### src/rtl/matmul_pkg.sv
// matmul_pkg: shared field encodings and word-size default for the matmul datapath.
package matmul_pkg;
    localparam int DEFAULT_WORD_SIZE = 16;
    typedef enum logic [1:0] {
        FIELD_VALUE = 2'd0,
        FIELD_STEP  = 2'd1,
        FIELD_LIMIT = 2'd2,
        FIELD_NONE  = 2'd3
    } field_e;
endpackage

### src/rtl/index_channel.sv
// index_channel: one loop-index channel (value/step/limit registers, adder, limit compare).
// wrap is combinational so the parent can chain carries within one edge.
module index_channel
    import matmul_pkg::*;
#(
    parameter int WORD_SIZE    = DEFAULT_WORD_SIZE,
    parameter int DEFAULT_STEP = 1
) (
    input  logic                 clk,
    input  logic                 rst,
    input  logic                 wr_en,
    input  logic [1:0]           wr_field,
    input  logic [WORD_SIZE-1:0] data_in,
    input  logic                 clr,
    input  logic                 carry_in,
    output logic                 wrap,
    output logic [WORD_SIZE-1:0] value
);
    logic [WORD_SIZE-1:0] r_value, r_step, r_limit;
    logic [WORD_SIZE:0]   w_sum;
    assign w_sum = {1'b0, r_value} + {1'b0, r_step};
    // a written or cleared channel neither advances nor passes a carry on
    assign wrap  = carry_in & ~wr_en & ~clr & (r_step != '0) & (w_sum > {1'b0, r_limit});
    assign value = r_value;
    always_ff @(posedge clk) begin
        if (rst) begin
            r_value <= '0;
            r_step  <= WORD_SIZE'(DEFAULT_STEP);
            r_limit <= '1;
        end else if (wr_en) begin
            if (wr_field == FIELD_VALUE) r_value <= data_in;
            if (wr_field == FIELD_STEP)  r_step  <= data_in;
            if (wr_field == FIELD_LIMIT) r_limit <= data_in;
        end else if (clr) begin
            r_value <= '0;
        end else if (carry_in) begin
            r_value <= wrap ? '0 : w_sum[WORD_SIZE-1:0];
        end
    end
endmodule

### src/rtl/loop_index_bank.sv
// loop_index_bank: bank of loop-index channels, advanced independently or as a nested-loop
// counter with channel 0 innermost; registers per-channel wrap pulses and a sticky done.
module loop_index_bank
    import matmul_pkg::*;
#(
    parameter int WORD_SIZE    = DEFAULT_WORD_SIZE,
    parameter int CHANNELS     = 3,
    parameter int DEFAULT_STEP = 1,
    localparam int SW          = (CHANNELS > 1) ? $clog2(CHANNELS) : 1
) (
    input  logic                          clk,
    input  logic                          rst,
    input  logic                          wr_en,
    input  logic [SW-1:0]                 wr_sel,
    input  logic [1:0]                    wr_field,
    input  logic [WORD_SIZE-1:0]          data_in,
    input  logic                          inc,
    input  logic                          cascade,
    input  logic [CHANNELS-1:0]           inc_mask,
    input  logic                          clr,
    output logic [CHANNELS*WORD_SIZE-1:0] data_out,
    output logic [CHANNELS-1:0]           wrap,
    output logic                          done
);
    logic [CHANNELS-1:0] w_wrap, w_adv, w_wr, r_wrap;
    logic                w_inc, r_done;
    assign w_inc = inc & ~clr;
    genvar c;
    generate
        for (c = 0; c < CHANNELS; c++) begin : g_ch
            if (c == 0) begin : g_first
                assign w_adv[c] = w_inc & (cascade | inc_mask[c]);
            end else begin : g_rest
                assign w_adv[c] = cascade ? w_wrap[c-1] : w_inc & inc_mask[c];
            end
            assign w_wr[c] = wr_en & (wr_sel == SW'(c)) & (wr_field != FIELD_NONE);
            index_channel #(
                .WORD_SIZE    (WORD_SIZE),
                .DEFAULT_STEP (DEFAULT_STEP)
            ) u_ch (
                .clk      (clk),
                .rst      (rst),
                .wr_en    (w_wr[c]),
                .wr_field (wr_field),
                .data_in  (data_in),
                .clr      (clr),
                .carry_in (w_adv[c]),
                .wrap     (w_wrap[c]),
                .value    (data_out[c*WORD_SIZE +: WORD_SIZE])
            );
        end
    endgenerate
    always_ff @(posedge clk) begin
        if (rst) begin
            r_wrap <= '0;
            r_done <= 1'b0;
        end else begin
            r_wrap <= w_wrap;
            if (clr || (wr_en && wr_field == FIELD_VALUE)) r_done <= 1'b0;
            else if (cascade && w_wrap[CHANNELS-1])        r_done <= 1'b1;
        end
    end
    assign wrap = r_wrap;
    assign done = r_done;
endmodule

### config.mk
export PLATFORM = sky130hd
export DESIGN_NAME = loop_index_bank
export DESIGN_NICKNAME = d
export VERILOG_FILES = /design/src/rtl/matmul_pkg.sv /design/src/rtl/index_channel.sv /design/src/rtl/loop_index_bank.sv
export SDC_FILE = /design/constraint.sdc
export NUM_CORES = 1
export LEC_CHECK = 0
export CAP_MARGIN = 5
export CORE_ASPECT_RATIO = 1.25
export CORE_MARGIN = 3
export CORE_UTILIZATION = 55
export CTS_CLUSTER_SIZE = 30
export DETAILED_ROUTE_END_ITERATION = 12
export GPL_TIMING_DRIVEN = 0
export PLACE_DENSITY = 0.87
export SETUP_SLACK_MARGIN = 0.02
export SLEW_MARGIN = 20
export SYNTH_ARGS = -nofsm -noshare
export SYNTH_HDL_FRONTEND = slang
export SYNTH_SLANG_ARGS = --single-unit
### constraint.sdc
create_clock -name clk -period 6 [get_ports clk]
set_input_delay 1.2 -clock clk [delete_from_list [all_inputs] [get_ports clk]]
set_output_delay 1.2 -clock clk [all_outputs]
set_load 0.1 [all_outputs]
Fig. 1: run 1, signal wires on met2
Scale: 3 px per µm. Cells faint in the background.
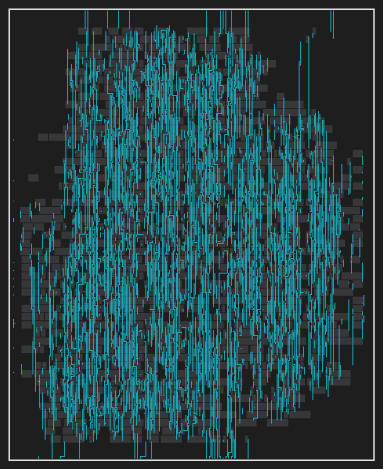
longest straight run = 53.9 µm
wire length on this layer = 12900 µm
nets with wire on the layer = 1155
share of all routed wire = 46%
main direction = vertical
met2 Use GR: 0.503
final WL: 27800 µm
via count: 9049

Fig. 2: run 1, cells coloured by class
Scale: 2 px per µm. Fill, decap, tap and diode cells in grey.
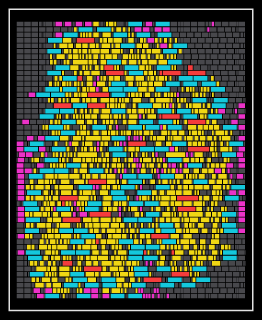
remaining buffers and delay cells -> magenta  # cells 131
registers -> cyan  # cells 148
remaining logic cells -> yellow  # cells 900
clock drivers and dummy loads -> red  # cells 31
Finished Core Util: 0.669
design area: 10600 µm²
area of the core: 15900 µm²

Fig. 3: run 1, routed clock nets over the placement
Scale: 3 px per µm.
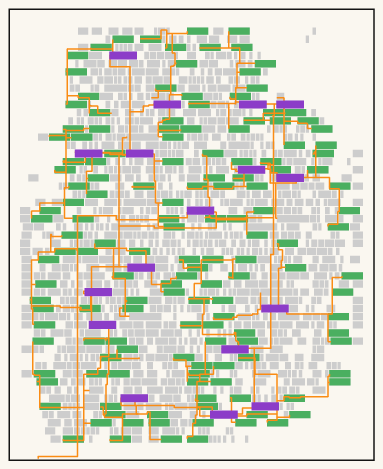
flip-flops -> green  # count 148
clock-net drivers -> purple  # count 17
clock wires -> orange  # length 1930 µm
routed clock nets = 18
flops lie = all over the die
P_clk: 1.13 mW
clock network power share: 0.402
final clock skew: 0.00902 ns

Fig. 4: run 1, port wiring
Scale: 2 px per µm.
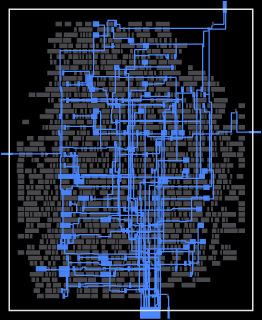
`data_in` -> blue  # bits 16, direction input, edge 12 bottom, 2 top, 1 right, 1 left, end cells 144, buffers 16, wire 4050 µm
Port Buf Inserts: 63
IO Count: 81

==> results.cfg, run 1 <==
; physical design summary
[status]
status = finished clean

[sta]
holdWs_ns = 0.479
finalCriticalPeriod_ns = 5.47
clock.fmax_ghz = 0.183
setup_viol = 0
worstMarginPinSlew_ns = 0.988
relSlewSlack = 0.339

[worst_setup_path]
cp.required_ns = 6.32
rrSetupSlack_ns = 0.53
path_class = reg -> reg
endpoint = g_ch[1].u_ch.value[8]
critPathTopFamily = AND-OR/OR-AND gates
crit_slowest_cell = o41ai_1
setup.worst_path.start = g_ch[0].u_ch.value[0]
reg2reg_from = g_ch[0].u_ch.value[0]
worstSetupEndpointType = flop

[detailed_routing]
maxUsedRoutingLayer = met4
final_antenna_net_count = 0
remaining_drc_errors = 0
firstDrtPassIters = 5
vias_per_cell = 6.36

[layout]
seq_cell_count = 148
inv_count = 65
instances_no_fill = 1422
logic_area_um2 = 5640
area_delta_synth_final_pct = 16.8
layout_top_cell = nand2_1
clkbuf_count = 21
diodes = 0
dominant-cell-class = logic gates

[logic_synthesis]
area_leaders = dfxtp_1, ha_1, nand2_1, a21oi_1, o211ai_1
top_area_cell = dfxtp_1
ys_types = 61
syn_avg_cell_area_um2 = 8.17
syn_nets = 1242
synth-seq-area-share = 0.326
synth_area_um2 = 9100
ys.warnings.count = 0

[grt]
grtUsageTotal = 0.305
grt_max_degree = 17

[placed_design]
hpwl_um = 20500
dp.cells = 1389

[cts]
hold_buffers = 0
cts_max_path_buffers = 2
cts.repair.resized = 0
numCtsBuffers = 17

[floorplanning]
die_width_um = 121
well_tap_count = 212
die-area_um2 = 18100
rows = 51
fp_util = 0.573

[worst_hold_path]
hold_start = g_ch[1].u_ch.r_step[12]
hold_path.class = reg -> reg

[run]
warnings = 26

[power_and_ir_drop]
total_leakage_power_nw = 4.72
max-vdd-ir-drop_mv = 0.182
==> run 1: report_power, final <==
group	switching [mW]	internal, mW	total, mW
combinational	0.455	0.180	0.635
sequential	0.0332	1.02	1.05
clock	0.422	0.712	1.13
==> run 1: synth_stat cells, types with 3 or more instances <==
library cell and n:
nand2_1 181, dfxtp_1 148, ha_1 96, a21oi_1 78, nor2_1 72, inv_1 65
clkbuf_1 60, o211ai_1 49, nor3_1 48, a221oi_1 31, xnor2_1 30, o21ai_0 28
nor2b_1 24, nand3_1 21, a221oi_2 16, nor4_1 15, a21o_1 13, o21a_1 13
nand4_1 12, and3_1 10, a31oi_1 9, xor2_1 9, a211oi_1 7, nand2b_1 7
o21bai_1 6, buf_2 5, nor3_2 4, a41oi_1 3, and2_1 3, and4_1 3
fa_1 3, nand3b_1 3, o22ai_1 3, o31ai_1 3
==> run 1: state kept, by name, indices dropped and copies added, names as in the netlist <==
register / count
wrap: 3
done: 1
g_ch.u_ch.value: 48
g_ch.u_ch.r_limit: 48
g_ch.u_ch.r_step: 48
==> run 1: per-stage QoR <==
| stage | setup slack [ns] | instance area, µm² | utilization |
|---|---|---|---|
| after floorplan | 0.808 | 9100 | - |
| after global placement | 0.507 | 10000 | 0.629 |
| after detailed placement | 0.420 | 10000 | 0.630 |
| after CTS | 0.311 | 10600 | 0.668 |
| after global routing | 0.192 | 10600 | 0.669 |
| final | 0.528 | 10600 | 0.669 |
==> run 1: cell families (layout without fill, tap and decap cells) <==
group                    Yosys count  in the layout  synth area share
AND-OR/OR-AND                    284            284             0.232
XOR/XNOR                          39             39            0.0375
AND/OR/NAND/NOR                  411            411             0.209
adder cells (fa/ha/maj)           99             99             0.139
buffers and inverters            131            227            0.0555
multiplexers                       2              2           0.00220
flip-flops                       148            148             0.326
==> run 1 -> run 2 <==
==> constraint.sdc (replaced) <==
create_clock -name clk -period 5.7 [get_ports clk]
set_input_delay 1.14 -clock clk [delete_from_list [all_inputs] [get_ports clk]]
set_output_delay 1.14 -clock clk [all_outputs]
set_load 0.1 [all_outputs]
Fig. 5: run 2, port wiring
Scale: 2 px per µm.
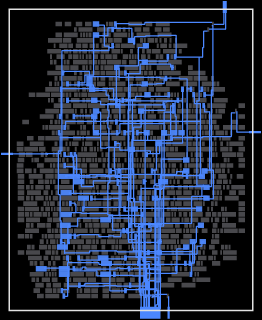

==> run 2 against run 1 <==
Compared with the run above: wire length grew 0.24%; worst setup slack got worse by 0.31 ns; maximum frequency decreased by 0.20%; via count is 0.32% lower; synthesized area unchanged; clock skew shrank 0.0015 ns; combinational power increased by 5.5%; non-clock buffer count increased by 2; critical path depth unchanged; final area rose by 0.29%; final cell count grew 0.14%; critical path type unchanged.
==> results.cfg, run 2 <==
; physical design summary
[layout]
fin_area_um2 = 10700
drive_gt1_frac = 0.0602
final_core_utilization = 0.671
instances_no_fill = 1424
area_delta_synth_final_pct = 17.2
layout_top_cell = nand2_1
diodes = 0

[worst_setup_path]
path_class = reg -> reg
crit_cells = 21
worstSetupEndpointType = flop
critPathTopFamily = AND-OR/OR-AND gates
crit_slowest_cell = fa_1
crit_arrival_ns = 5.84
cp.required_ns = 6.05
cp_num_buf_inv = 3
critical_path.max_stage_delay_ns = 0.41
rrSetupSlack_ns = 0.22
cpMostUsedCell = ha_1

[logic_synthesis]
ys.flop_type = dfxtp_1
syn_avg_cell_area_um2 = 8.17
most_common_cell = nand2_1
synthCells = 1114
synth_area_um2 = 9100
area_leaders = dfxtp_1, ha_1, nand2_1, a21oi_1, o211ai_1
synth_adder_area_share = 0.139
logic_family = AND-OR/OR-AND gates
top_area_cell = dfxtp_1
synth-xor-area-share = 0.0375
ys_types = 61
synth-edff-count = 0
common_cells = nand2_1, dfxtp_1, ha_1
synthArstFlopShare = 0
syn_nets = 1242
aoi_share = 0.232
synth-seq-area-share = 0.326
synth.cellmix.simpleShare = 0.209
ys.warnings.count = 0
top_cell_area_share = 0.326
mux_area_frac = 0.00220
ys_cells = 1114

[floorplanning]
die_width_um = 121
core_um2 = 15900
die_y_um = 150
ios = 81
die-area_um2 = 18100
fp_util = 0.573
rows = 51

[placed_design]
dp.cells = 1389
placed_area_um2 = 10000
numPortBuffers = 63
pre_cts_ws_ns = 0.120
hpwl_um = 20500

[status]
status = finished clean

[grt]
grt_pass1_wl_um = 43600
grt_pass1_vias = 8625
grt_overflow_total = 0
grtUsageTotal = 0.305
grt_max_degree = 17

[detailed_routing]
vias_per_cell = 6.33
avgRoutedWirePerCell_um = 19.5
final_antenna_net_count = 0
drt_wl_total_um = 27800
firstDrtPassIters = 5
vias = 9020
remaining_drc_errors = 0

[cts]
clk_pin_slew_ns = 0.06
hold_buffers = 0
cts_tree = yes
numCtsBuffers = 17
cts_max_path_buffers = 2

[sta]
relSlewSlack = 0.342
finalClockSkew_ns = 0.00756
worstMarginPinSlew_ns = 0.984
holdWs_ns = 0.479
finalCriticalPeriod_ns = 5.48
layout_setup_ws_ns = 0.217
fin_tns_setup_ns = 0
clock.fmax_ghz = 0.182
setup_viol = 0
slew_viol_final = 0

[power_and_ir_drop]
finalPower_mw = 2.98
total_leakage_power_nw = 4.75
max-vdd-ir-drop_mv = 0.192

[worst_hold_path]
hold_depth = 2
hold_path.class = reg -> reg

[run]
warnings = 26
maxCapViolCount = 0
Fig. 6: run 2, clock wiring as the flow saved it
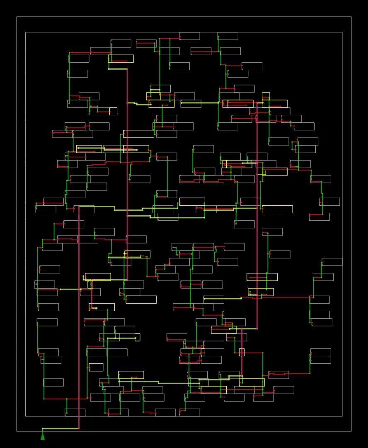
sequential cells: 148
clk latency late pin: 0.44 ns
clock sinks: 148

run 2: cell counts after synthesis:
Identical to the previous run, type by type.
run 2: path summary, 6_finish.rpt:
| path | startpoint | end |
|---|---|---|
| worst max-delay path | g_ch[0].u_ch.r_step[0] | g_ch[1].u_ch.value[15] |
| worst min register to register | g_ch[1].u_ch.r_step[12] | g_ch[1].u_ch.r_step[12] |
| worst max register to register | g_ch[0].u_ch.r_step[0] | g_ch[1].u_ch.value[15] |
| worst min-delay path | g_ch[1].u_ch.r_step[12] | g_ch[1].u_ch.r_step[12] |
run 2: metal layers:
metal / GRT usage / vias to the layer above / routed length (µm)
met5: 0 / - / 0
met4: 0.162 / 0 / 1360
met3: 0.0624 / 110 / 2590
met2: 0.503 / 496 / 13000
met1: 0.373 / 4233 / 10900
li1: - / 4181 / -
run 2: logic make-up (layout without fill, tap and decap cells):
kind of cell | count (synthesis) | count (layout)
compound gates | 284 | 284
xor+xnor | 39 | 39
fa+ha+maj | 99 | 99
buf+inv | 131 | 229
flops | 148 | 148
mux | 2 | 2
simple gates | 411 | 411
run 2: worst min-delay path, stage by stage (launching register included):
cell	delay [ns]
dfxtp_1	0.32
nand2_1	0.06
a21oi_1	0.05
run 2: area by class of cell:
class,instances,area [µm²]
sequential,148,2960
timing repair buffer,67,661
multi-input combinational,835,5650
inverter,65,244
fill,1258,5220
clock buffer,21,460
tap,212,265
clock inverter,10,155
buffer,66,263
run 2: what timing repair did:
action                                  4_1_cts  5_1_grt
endpoints found under the setup margin        1       41
gates resized                                 0        5
buffers inserted                              0        4
pin swaps                                     1        2
run 2: power by group:
group / internal (mW) / switching (mW)
logic: 0.191 / 0.479
clock network: 0.749 / 0.447
registers: 1.07 / 0.0347
total: 2.02 / 0.960
Power is estimated from default activity; no workload was simulated.
